==> config.mk <==
export PLATFORM = sky130hd
export DESIGN_NAME = alu_mc
export DESIGN_NICKNAME = d
export VERILOG_FILES = /design/src/rtl/alu_mc.sv
export SDC_FILE = /design/constraint.sdc
export NUM_CORES = 1
export LEC_CHECK = 0
export ABC_AREA = 1
export CORE_AREA = 2 2 129 131
export DETAILED_ROUTE_END_ITERATION = 8
export DIE_AREA = 0 0 131 133
export HOLD_SLACK_MARGIN = 0.08
export PLACE_DENSITY_LB_ADDON = 0.08
export SLEW_MARGIN = 20
export SYNTH_ARGS = -nofsm -noshare
export SYNTH_HDL_FRONTEND = slang
export SYNTH_SLANG_ARGS = --single-unit
==> constraint.sdc <==
create_clock -name clk_i -period 6.9 [get_ports clk_i]
set_clock_uncertainty 0.1 [all_clocks]
set_input_delay 0.69 -clock clk_i [delete_from_list [all_inputs] [get_ports clk_i]]
set_output_delay 0.69 -clock clk_i [all_outputs]
set_load 0.01 [all_outputs]
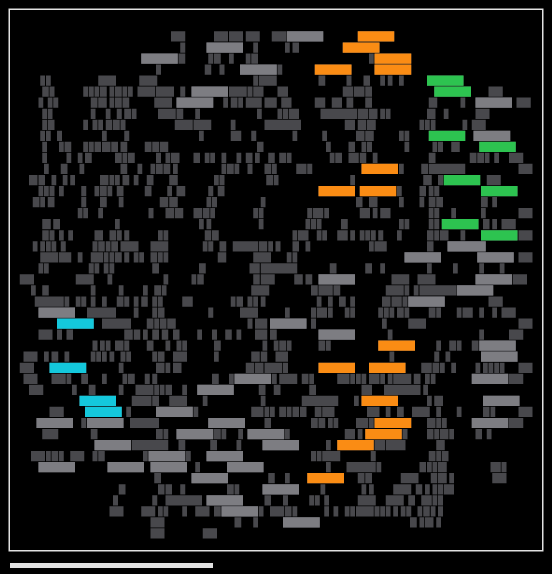
*Register map, names as in the netlist, run 1*
The bar under the picture is 50 µm long. Other sequential cells in the stronger gray, the rest of the logic in the fainter gray.
legend:
  cyan:
    name_in_the_netlist: op_q
    placed_flops: 4
  orange:
    name_in_the_netlist: work_q
    placed_flops: 16
  green:
    name_in_the_netlist: out_o
    placed_flops: 8
FF+latch area: 1800 µm²
Layout Utilization: 0.392
Seq. pwr: 0.814 mW
fraction of area in registers: 0.285

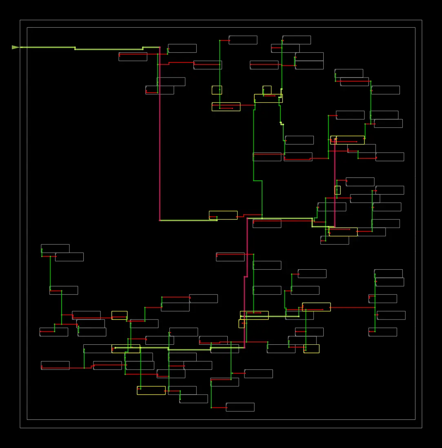
*Clock nets, run 1*
CLK BUF: 11
CTS buffer count: 9
CTS sink count: 72
number of sequential cells: 72
clk pwr: 0.447 mW

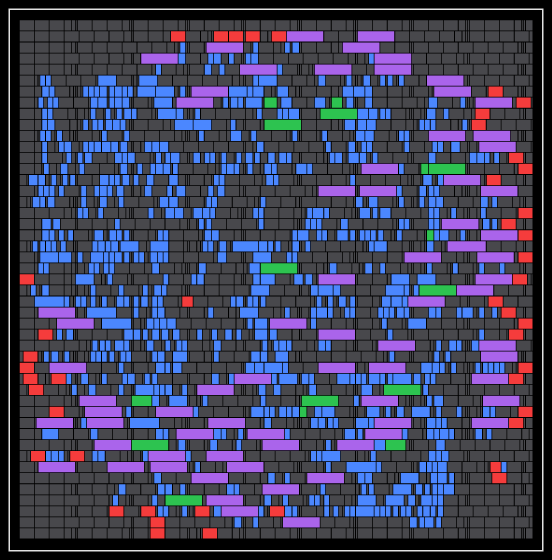
*Placement by cell class, run 1*
Fill, decap, tap and diode cells in gray.
legend:
  purple:
    class: flops
    cells: 72
  blue:
    class: all other logic
    cells: 701
  green:
    class: clock drivers and dummy loads
    cells: 16
  red:
    class: other buffers and delay cells
    cells: 45
Core ar.: 16,200 µm²
site row count: 47
cell area after layout: 6330 µm²

==> run_results.csv, run 1 <==
group,metric,value,unit
floorplan,taps,220,
sta,finalHoldViolations,0,
critical_path,endpoint_kind,"flip-flop",
synthesis,ys_types,41,
critical_path,cp_top_family,"simple AND/OR/NAND/NOR gates",
cts,holdBufCountCts,0,
cts,cts.clk_slew.worst_paths,60,ps
cts,cts_tree,"done",
routing,drt_iter0_drc,317,
worst_hold_path,whs_path_depth,2,
pwr,leakage,3.14,nW
synthesis,synth-seq-area-share,0.329,
synthesis,synth_cells,803,
synthesis,adder_share,0.0935,
finish,n_all_buffers,45,
floorplan,die_height,133,µm
global_routing,grt_pass1_vias,5330,
global_routing,antenna_found_initial,0,
synthesis,ys_ff,72,
global_routing,overflow,0,
place,dp.final_hpwl,14100,µm
pwr,ir_drop,0.000194,V
synthesis,ys_sh_simple,0.315,
floorplan,io_pins,44,
global_routing,grt_max_degree,73,
pwr,power_density,487,nW/µm²
sta,whs,379,ps
finish,buffer_area_frac,0.0703,
cts,clock_latency,340,ps
routing,wl_per_cell,17.3,µm
cts,ctsHtreeMaxLevel,3,
finish,comb_area_frac,0.492,
finish,area_delta_synth_final,15.4,%
synthesis,yosys_warnings,0,
synthesis,ys.flop_type,"dfrtp_1",
critical_path,cp.depth,12,
synthesis,ys_sh_aoi,0.153,
place,portBuffers,43,
routing,via_per_inst,5.13,
critical_path,cp_data_required_time,7030,ps
floorplan,die_x,131,µm
synthesis,edf_count,0,
routing,drt_wl_total,18300,µm
finish,largest_register_ffs,16,
critical_path,reg2reg_slack,3600,ps
finish,stdcell_count,1054,
finish,layout.cells.most_common,"nand2_1",
sta,setup_ws,3600,ps
finish,clk_share,0.0448,
cts,cts-root-buf,"clkbuf_16",
outcome,status,"complete, no violations",
pwr,p_total,3.09,mW
sta,setup_viol,0,
sta,layout_min_cycle_time,3300,ps
## run 1: report_power, final
group / internal, mW / switching (mW)
clock: 0.262 / 0.185
sequential: 0.595 / 0.219
combinational: 0.586 / 1.24
## run 1: per-layer routing
metal  vias up  global-route usage  share of wire
li1       2690                   -              -
met1      2551               0.301           0.47
met2       134               0.344           0.46
met3        29              0.0538          0.048
met4         0              0.0798          0.029
met5         -                   0              0
## run 1: cell families (layout without fill, tap and decap cells)
logic type | after synthesis | in the layout
simple gates | 405 | 405
compound gates | 144 | 144
buf+inv | 140 | 171
flops | 72 | 72
fa+ha+maj | 38 | 38
xor+xnor | 3 | 3
mux | 1 | 1
==> inputs of run 2 (changes only) <==
clock period = 3.22 ns   (was 6.9 ns; I/O delays follow)
==> run 2 against run 1 <==
Final cell count is 1.6% higher. Sequential share of layout area down 0.71 points. Critical path type unchanged. Core utilization rose by 1.0 points. Highest routed layer unchanged.
==> run_results.csv, run 2 <==
group,metric,value,unit
global_routing,grt_pass1_vias,5204,
synthesis,yosys_warnings,0,
routing,drt_wl_total,18500,µm
synthesis,synthTopCellsByCount,"nand2_1, inv_1, nor2_1",
critical_path,cp_top_family,"simple AND/OR/NAND/NOR gates",
finish,clk_share,0.0455,
synthesis,edf_count,0,
pwr,leakage,3.23,nW
place,portBuffers,43,
floorplan,design.core.area,16200,µm²
critical_path,reg2reg_slack,360,ps
cts,numCtsBuffers,9,
floorplan,fp_util,0.339,
critical_path,worst-path-buf-inv,2,
finish,buffer_area_frac,0.0917,
finish,ff_latch_area,1800,µm²
floorplan,taps,220,
finish,layout.cells.most_common,"nand2_1",
finish,seq_cell_count,72,
sta,tightest_slew,714,ps
synthesis,ys.flop_type,"dfrtp_1",
sta,finalHoldViolations,0,
flow_run,cap_violations,0,
pwr,p_total,6.87,mW
global_routing,grt_max_degree,43,
pwr,ir_drop,0.000435,V
critical_path,arrival,2980,ps
critical_path,cp.depth,12,
worst_hold_path,whs_path_depth,2,
routing,wl_met1,8550,µm
outcome,status,"complete, no violations",
synthesis,ys_ff,72,
critical_path,cp_data_required_time,3340,ps
routing,met3WireLength,809,µm
floorplan,die_height,133,µm
finish,nClkBuffers,10,
global_routing,overflow,0,
finish,final_cell_area,6500,µm²
sta,layout_min_cycle_time,2860,ps
sta,whs,378,ps
cts,cts_sinks,72,
floorplan,rows,47,
routing,drt_iter0_drc,463,
sta,fmax,350,MHz
finish,stdcell_count,1071,
global_routing,busiest_layer,"met2",
cts,cts-root-buf,"clkbuf_16",
cts,cts_tree,"done",
finish,comb_area_frac,0.479,
synthesis,synth_cells,803,
cts,clock_path_buffers,2,
cts,clock_latency,340,ps
routing,via_per_inst,5.15,
finish,largest_register_ffs,16,
global_routing,grtUsageMet3,0.0465,
finish,area_delta_synth_final,18.4,%
synthesis,synth-seq-area-share,0.329,
floorplan,io_pins,44,
pwr,power_density,1060,nW/µm²
cts,cts.clk_slew.worst_paths,60,ps
global_routing,antenna_found_initial,0,
routing,vias,5513,
routing,wl_met2,8290,µm
sta,setup_viol,0,
synthesis,ys_types,41,
critical_path,endpoint_kind,"flip-flop",
cts,ctsHtreeMaxLevel,3,
global_routing,grtUsageMet1,0.302,
place,dp.final_hpwl,14600,µm
routing,highest_layer,"met4",
global_routing,use_met2,0.340,
finish,n_all_buffers,63,
critical_path,start_kind,"flip-flop",
place,post_dp_cell_area,6190,µm²
sta,setup_ws,363,ps
floorplan,die_x,131,µm
-- run 2: where the power goes --
group,switching [mW],total (mW),internal [mW],leakage (nW)
Combinational,2.77,4.19,1.42,2.19
Sequential,0.389,1.66,1.28,0.894
Clock,0.399,1.02,0.616,0.145
Total,3.55,6.87,3.31,3.23
-- run 2: kinds of logic after synthesis --
logic type / share of synthesized area
compound gates: 0.153
xor+xnor: 0.00479
fa+ha+maj: 0.0935
buf+inv: 0.104
flops: 0.329
mux: 0.00205
simple gates: 0.315
-- run 2: repair_timing --
action	4_1_cts	5_1_grt
hold endpoints to repair	3	0
hold buffers	1	0
setup endpoints to repair	0	0
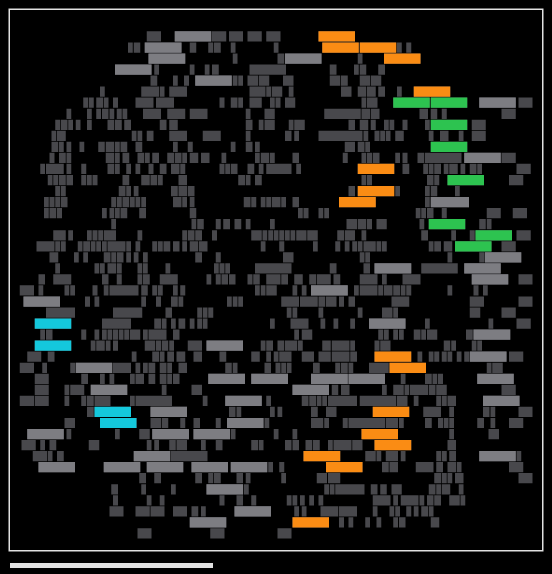
*Register map, names as in the netlist, run 2*
The bar under the picture is 50 µm long. Other sequential cells in the stronger gray, the rest of the logic in the fainter gray.
Seq. pwr: 1.66 mW
Layout Utilization: 0.402
fraction of area in registers: 0.278

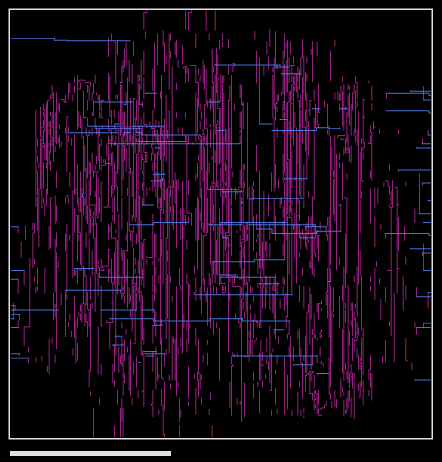
*Routed metal, one color a layer, run 2*
The bar under the picture is 50 µm long. Two of the layers only.
legend:
  magenta:
    layer: met2
    wire_length: 8,290 µm
  blue:
    layer: met3
    wire_length: 810 µm
average wire per standard cell: 17.2 µm
GRT Total Usage: 0.223

Power is estimated from default activity; no workload was simulated.
